<file path="src/rtl/pwm_breath.sv">
// -----------------------------------------------------------------------------
// pwm_breath
//   PWM generator with a fixed-duty mode and a "breathing" mode. In breathing
//   mode the duty ramps up by STEP every period until the output is fully on,
//   then ramps back down to fully off, and repeats. New period/duty/mode
//   values are staged in a pending register and only take effect at a period
//   boundary, or on the next edge while the block is disabled. This keeps
//   every running period glitch-free.
//
// Parameters
//   CNT_WIDTH : width of the period counter and the period/duty values
//   STEP      : breathing duty increment/decrement per period
//               (expected to be in the range 1 .. 2**CNT_WIDTH)
//
// Ports
//   clk_in_i     : clock; all logic runs on its rising edge
//   rst_n_i      : asynchronous active-low reset
//   tick_i       : count enable pulse from the upstream divider
//   en_i         : run enable; low clears the counter, output and ramp
//   mode_i       : 0 = fixed duty, 1 = breathing (captured by load_i)
//   period_i     : period minus one, in ticks (captured by load_i)
//   duty_i       : high time in ticks for fixed mode (captured by load_i)
//   load_i       : one-cycle strobe capturing period_i/duty_i/mode_i
//   pwm_o        : registered PWM output
//   period_end_o : one-cycle pulse on the edge where the counter wraps
//   load_ack_o   : one-cycle pulse on the edge where staged values go live
//   dbg_state_o  : breathing FSM state (0 = IDLE, 1 = UP, 2 = DOWN)
// -----------------------------------------------------------------------------
module pwm_breath #(
  parameter int CNT_WIDTH = 8,
  parameter int STEP      = 1
) (
  input  logic                 clk_in_i,
  input  logic                 rst_n_i,
  input  logic                 tick_i,
  input  logic                 en_i,
  input  logic                 mode_i,
  input  logic [CNT_WIDTH-1:0] period_i,
  input  logic [CNT_WIDTH-1:0] duty_i,
  input  logic                 load_i,
  output logic                 pwm_o,
  output logic                 period_end_o,
  output logic                 load_ack_o,
  output logic [1:0]           dbg_state_o
);

  // Effective duty needs one extra bit so it can hold period+1 (fully on).
  localparam int DW = CNT_WIDTH + 1;

  localparam logic [DW-1:0] STEP_D   = DW'(STEP);
  localparam logic [DW:0]   STEP_SUM = (DW + 1)'(STEP);

  typedef enum logic [1:0] {
    ST_IDLE = 2'd0,
    ST_UP   = 2'd1,
    ST_DOWN = 2'd2
  } state_e;

  // Configuration handshake: load_i is a single-cycle strobe with no
  // back-pressure; it is always accepted and overwrites anything still
  // pending. load_ack_o pulses for exactly one cycle on the edge where a
  // pending configuration becomes active, so a burst of loads between two
  // boundaries yields a single acknowledge for the last one.

  // Staged configuration
  logic [CNT_WIDTH-1:0] pend_period_q, pend_period_d;
  logic [CNT_WIDTH-1:0] pend_duty_q,   pend_duty_d;
  logic                 pend_mode_q,   pend_mode_d;
  logic                 pend_q,        pend_d;

  // Active configuration
  logic [CNT_WIDTH-1:0] act_period_q,  act_period_d;
  logic [CNT_WIDTH-1:0] act_duty_q,    act_duty_d;
  logic                 act_mode_q,    act_mode_d;

  // Running state
  logic [CNT_WIDTH-1:0] cnt_q,         cnt_d;
  logic [DW-1:0]        bduty_q,       bduty_d;
  state_e               state_q,       state_d;
  logic                 pwm_q,         pwm_d;
  logic                 period_end_q,  period_end_d;
  logic                 load_ack_q,    load_ack_d;

  logic                 boundary;
  logic                 apply;
  logic [DW-1:0]        period_p1;
  logic [DW:0]          bduty_sum;
  logic [DW-1:0]        eff_duty;

  always_comb begin
    boundary = tick_i & en_i & (cnt_q == act_period_q);
    // A load arriving on this same edge is not part of "pending" yet, so a
    // coincident boundary applies the older value and the new one waits.
    apply    = pend_q & (boundary | ~en_i);

    act_period_d = apply ? pend_period_q : act_period_q;
    act_duty_d   = apply ? pend_duty_q   : act_duty_q;
    act_mode_d   = apply ? pend_mode_q   : act_mode_q;
    load_ack_d   = apply;

    pend_period_d = load_i ? period_i : pend_period_q;
    pend_duty_d   = load_i ? duty_i   : pend_duty_q;
    pend_mode_d   = load_i ? mode_i   : pend_mode_q;
    pend_d        = load_i | (pend_q & ~apply);

    // Ramp limits follow the period that governs the coming period.
    period_p1 = {1'b0, act_period_d} + DW'(1);
    bduty_sum = {1'b0, bduty_q} + STEP_SUM;

    cnt_d        = cnt_q;
    bduty_d      = bduty_q;
    state_d      = state_q;
    pwm_d        = pwm_q;
    period_end_d = 1'b0;
    eff_duty     = '0;

    if (!en_i) begin
      cnt_d   = '0;
      pwm_d   = 1'b0;
      state_d = ST_IDLE;
      bduty_d = '0;
    end else if (tick_i) begin
      period_end_d = boundary;
      cnt_d        = boundary ? '0 : cnt_q + CNT_WIDTH'(1);

      if (!act_mode_d) begin
        // Fixed mode (including a 1->0 switch at this boundary).
        state_d = ST_IDLE;
        bduty_d = '0;
      end else begin
        case (state_q)
          ST_IDLE: begin
            state_d = ST_UP;
            bduty_d = '0;
          end
          ST_UP: begin
            if (boundary) begin
              if (bduty_sum >= {1'b0, period_p1}) begin
                bduty_d = period_p1;
                state_d = ST_DOWN;
              end else begin
                bduty_d = bduty_sum[DW-1:0];
              end
            end
          end
          ST_DOWN: begin
            if (boundary) begin
              if (bduty_q <= STEP_D) begin
                bduty_d = '0;
                state_d = ST_UP;
              end else begin
                bduty_d = bduty_q - STEP_D;
              end
            end
          end
          default: begin
            state_d = ST_IDLE;
            bduty_d = '0;
          end
        endcase
      end

      // Compare against the counter and duty of the coming cycle so the
      // output has no extra latency relative to the counter.
      eff_duty = act_mode_d ? bduty_d : {1'b0, act_duty_d};
      pwm_d    = ({1'b0, cnt_d} < eff_duty);
    end
  end

  always_ff @(posedge clk_in_i or negedge rst_n_i) begin
    if (!rst_n_i) begin
      pend_period_q <= '0;
      pend_duty_q   <= '0;
      pend_mode_q   <= 1'b0;
      pend_q        <= 1'b0;
      act_period_q  <= '1;
      act_duty_q    <= '0;
      act_mode_q    <= 1'b0;
      cnt_q         <= '0;
      bduty_q       <= '0;
      state_q       <= ST_IDLE;
      pwm_q         <= 1'b0;
      period_end_q  <= 1'b0;
      load_ack_q    <= 1'b0;
    end else begin
      pend_period_q <= pend_period_d;
      pend_duty_q   <= pend_duty_d;
      pend_mode_q   <= pend_mode_d;
      pend_q        <= pend_d;
      act_period_q  <= act_period_d;
      act_duty_q    <= act_duty_d;
      act_mode_q    <= act_mode_d;
      cnt_q         <= cnt_d;
      bduty_q       <= bduty_d;
      state_q       <= state_d;
      pwm_q         <= pwm_d;
      period_end_q  <= period_end_d;
      load_ack_q    <= load_ack_d;
    end
  end

  assign pwm_o        = pwm_q;
  assign period_end_o = period_end_q;
  assign load_ack_o   = load_ack_q;
  assign dbg_state_o  = state_q;

endmodule

</file>
<file path="config.mk">
export PLATFORM = sky130hd
export DESIGN_NAME = pwm_breath
export DESIGN_NICKNAME = d
export VERILOG_FILES = /design/src/rtl/pwm_breath.sv
export SDC_FILE = /design/constraint.sdc
export NUM_CORES = 1
export LEC_CHECK = 0
export ABC_AREA = 1
export CAP_MARGIN = 25
export CORE_ASPECT_RATIO = 0.6
export CORE_UTILIZATION = 46
export CTS_BUF_LIST = sky130_fd_sc_hd__clkbuf_8
export DETAILED_ROUTE_END_ITERATION = 12
export PLACE_DENSITY = 0.75
export SETUP_SLACK_MARGIN = 0.05
export SLEW_MARGIN = 40
export SYNTH_ARGS = -nofsm -noshare
export SYNTH_HDL_FRONTEND = slang
export SYNTH_SLANG_ARGS = --single-unit
</file>
<file path="constraint.sdc">
create_clock -name clk_in_i -period 4 [get_ports clk_in_i]
set_clock_uncertainty 0.05 [all_clocks]
set_input_delay 1.2 -clock clk_in_i [delete_from_list [all_inputs] [get_ports clk_in_i]]
set_output_delay 1.2 -clock clk_in_i [all_outputs]
set_load 0.01 [all_outputs]
</file>
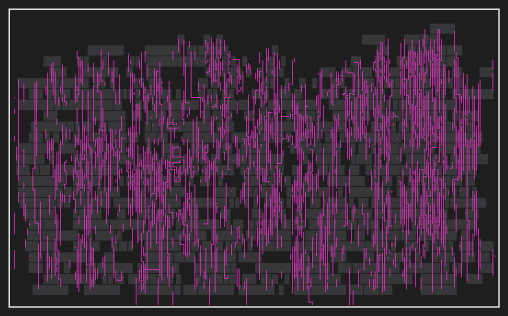
Figure 1: metal 2.
Drawn at 4 px/um.
share of all routed wire	42%
longest straight run	48.6 um
wire length on this layer	5260 um
main direction	vertical

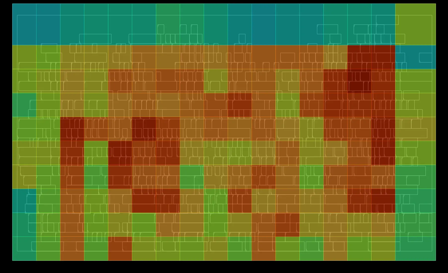
Figure 2: routing congestion map.
average wire length per cell after detail routing: 16.0 um
global-route track usage on met1: 40.7%
met2 global-route usage: 46.0%
grt peak-use layer: met2
final cell utilization of the core: 68.6%

==> flow_results.org <==
* Implementation run

** Global route
- Maximum number of pins on one net before global-route repair :: 48
- Initial antenna violation count :: 0
- The via count of the first global-routing pass was 4010.

** Synth
- Total standard cell area after synthesis :: 3980 um2
- Per the post-synthesis report, the nets total just under 600.
- Async S/R FF share, synth :: 100%
- The synthesis report lists the Yosys warning total as 0.
- Aoi share :: 12.3%
- Summing the areas of all xor and xnor instances in the mapped netlist gives 3.49% of the synthesized area.
- Mux contribution to synthesized area :: 2.55%
- Fa+ha+maj area frac :: between 7 and 8%
- Simple logic cell fraction of the synthesized area :: 26.9%
- For this run, the chip area from Yosys synthesis comes to roughly 4000 um2.

** CTS
- CTS tree :: done
- Quantity of gates resized following cts :: 48
- At the later pin of the worst-skew pair, clock insertion delay measures 0.35 ns.

** Cells and area
- Share of post-route cells with drive strength above 1 :: roughly a third
- Post-Layout Inst Area :: 5580 um2
- Layout overhead on the synthesized area :: 40.3%
- Final antenna diode count :: 0
- Sequential cell area :: roughly 1400 um2

** Timing
- Dividing the final minimum period by the clock period gives 128%.
- Pins Over Slew Limit :: 0
- The final timing report counts setup violations totalling 12.
- In the post-route analysis, the smallest setup slack over all paths is -1.12 ns.
- Final TNS setup :: -4.90 ns

** Route
- Total wirelength of the detailed-routed design :: roughly 12 mm
- DRT antenna net count :: 0
- Before antenna repair, the detailed router went through 7 iterations.
- Via density per instance :: 5.32
- First-iteration detailed-routing DRC count :: 347

** Worst setup path
- Critical path's top delay family :: simple AND/OR/NAND/NOR gates
- Reg2Reg Setup Slack :: -0.97 ns
- Worst stage delay on the critical path :: 0.38 ns
- STA classifies the critical path startpoint as an input pin.
- The worst register-to-register path ends at pwm_o$_DFFE_PN0P_.
- The critical path contains buffers and inverters numbering 4 combined.
- The report puts the cell count of the worst reg-to-reg path at 39.
- Data required time of the worst path :: 4.20 ns

** Pwr
- The clock network is responsible for 30.7% of the overall power.
- The power report attributes to the combinational group a share of between 30 and 40%.
- Sequential-cell power consumption :: ~670 uW
- Looking at the power breakdown, sequential logic takes 37.1% of the total.

** Job
- The stage logs contain a warning count of 33.

** Floorplan
- Chip Width :: 122 um
- For this configuration, the core starts out at a cell density of between 40% and 50%.

** Status
- Failing checks :: negative setup slack
- The flow ran to the end, but the final reports show violations.
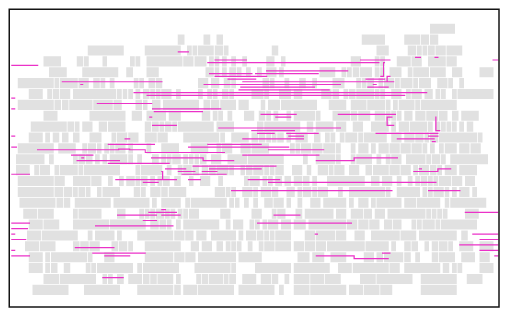
Figure 3: the metal 3 layer.
Drawn at 4 px/um.
share of all routed wire	9.6%
main direction	horizontal
longest straight run	73.1 um
wire length on this layer	1190 um
nets with wire on the layer	82

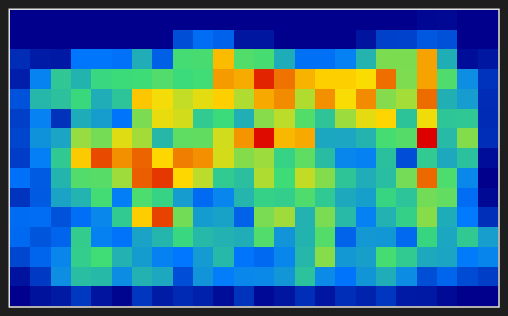
Figure 4: wire density map.
Drawn at 4 px/um. 24 x 15 tiles, from dark blue (low) to red (high), scaled to the fullest tile. Values are wire area over tile area, all layers added.
densest ninth of the die	middle
nearly empty tiles	13%
tiles over half the peak	29%
emptiest ninth of the die	top left
fullest tile	0.63

layer usage:
layer	track usage (%)	wire, um	up-vias
met4	7.59	236	0
met3	7.98	1190	23
met1	40.7	5750	1944
met5	0	0	-
met2	46.0	5260	185
li1	-	-	1975
placed cells by master (no fill, tap or decap), drive strengths merged, types with 2 or more instances in the layout:
cell type / netlist / final
o21ai: 43 / 43
nand4: 4 / 4
clkdlybuf4s50: 0 / 23
a22oi: 3 / 3
nor2: 37 / 37
o22ai: 10 / 10
or2: 5 / 5
buf: 9 / 103
mux2: 9 / 9
a31oi: 2 / 2
ha: 24 / 24
and2: 2 / 2
xnor2: 2 / 2
clkbuf: 7 / 9
nor3: 8 / 8
a21oi: 19 / 19
dfstp: 8 / 8
nand2: 148 / 148
dfrtp: 49 / 49
inv: 94 / 96
xor2: 13 / 13
o211ai: 3 / 3
nand3: 38 / 38
clkinv: 0 / 3
worst reg2reg max path: cells and delay by family, from the launching register on:
family	cells	cell delay (ns)
compound gates	6	0.93
fa+ha+maj	3	0.79
buf+inv	3	0.26
flops	1	0.57
simple gates	27	2.25
cell usage after synthesis, types with 2 or more instances:
library cell	number	area (um2)
a31oi_1	2	12.5
nand4_1	4	25.0
nor2_2	4	25.0
and2_1	2	12.5
nand2_4	2	22.5
dfstp_2	8	210
buf_2	6	30.0
nor2_1	32	120
mux2_2	9	101
o22ai_1	10	62.6
clkbuf_1	7	26.3
nand2_2	5	31.3
nand2_1	140	526
o211ai_1	3	22.5
buf_6	2	22.5
ha_1	24	300
inv_1	88	330
inv_2	6	22.5
o21ai_0	35	175
or2_2	4	25.0
o21ai_1	3	15.0
nand3_1	37	185
dfrtp_1	49	1230
xor2_1	13	114
o21ai_2	4	35.0
nor3_1	7	35.0
a22oi_1	3	22.5
a21oi_1	19	95.1
metrics by stage:
stage / worst slack, ns / hold slack (ns) / instances
final: -1.12 / 0.443 / 776
after floorplan: -0.847 / 0.410 / 542
after global routing: -1.35 / 0.481 / 776
after detailed placement: -2.06 / 0.430 / 742
after global placement: -1.89 / 0.419 / 742
after CTS: -0.959 / 0.452 / 773
layout make-up:
cell class	count	area share (%)
tap	108	2.42
clock buffer	9	2.22
inverter	94	6.41
clock inverter	7	1.39
sequential	57	25.7
timing repair buffer	126	19.0
multi-input combinational	375	42.8
registers in the layout, summed over array words and instances, names as in the netlist:
| signal | cells |
|---|---|
| dbg_state_o | 2 |
| cnt_q | 8 |
| pwm_o | 1 |
| pend_duty_q | 8 |
| pend_q | 1 |
| pend_mode_q | 1 |
| bduty_q | 9 |
| act_mode_q | 1 |
| act_duty_q | 8 |
| pend_period_q | 8 |
| period_end_o | 1 |
| act_period_q | 8 |
| load_ack_o | 1 |
worst max-delay path by stage:
stage,startpoint,endpoint,slack [ns],cells after the start
after floorplan,tick_i,pwm_o$_DFFE_PN0P_,-0.85,39
after global placement,tick_i,pwm_o$_DFFE_PN0P_,-1.89,37
after detailed placement,tick_i,pwm_o$_DFFE_PN0P_,-2.06,37
after CTS,tick_i,pwm_o$_DFFE_PN0P_,-0.96,39
after global routing,tick_i,pwm_o$_DFFE_PN0P_,-1.35,40
final,tick_i,pwm_o$_DFFE_PN0P_,-1.12,38
No activity file was given, so power comes from the tool's default toggle rates.
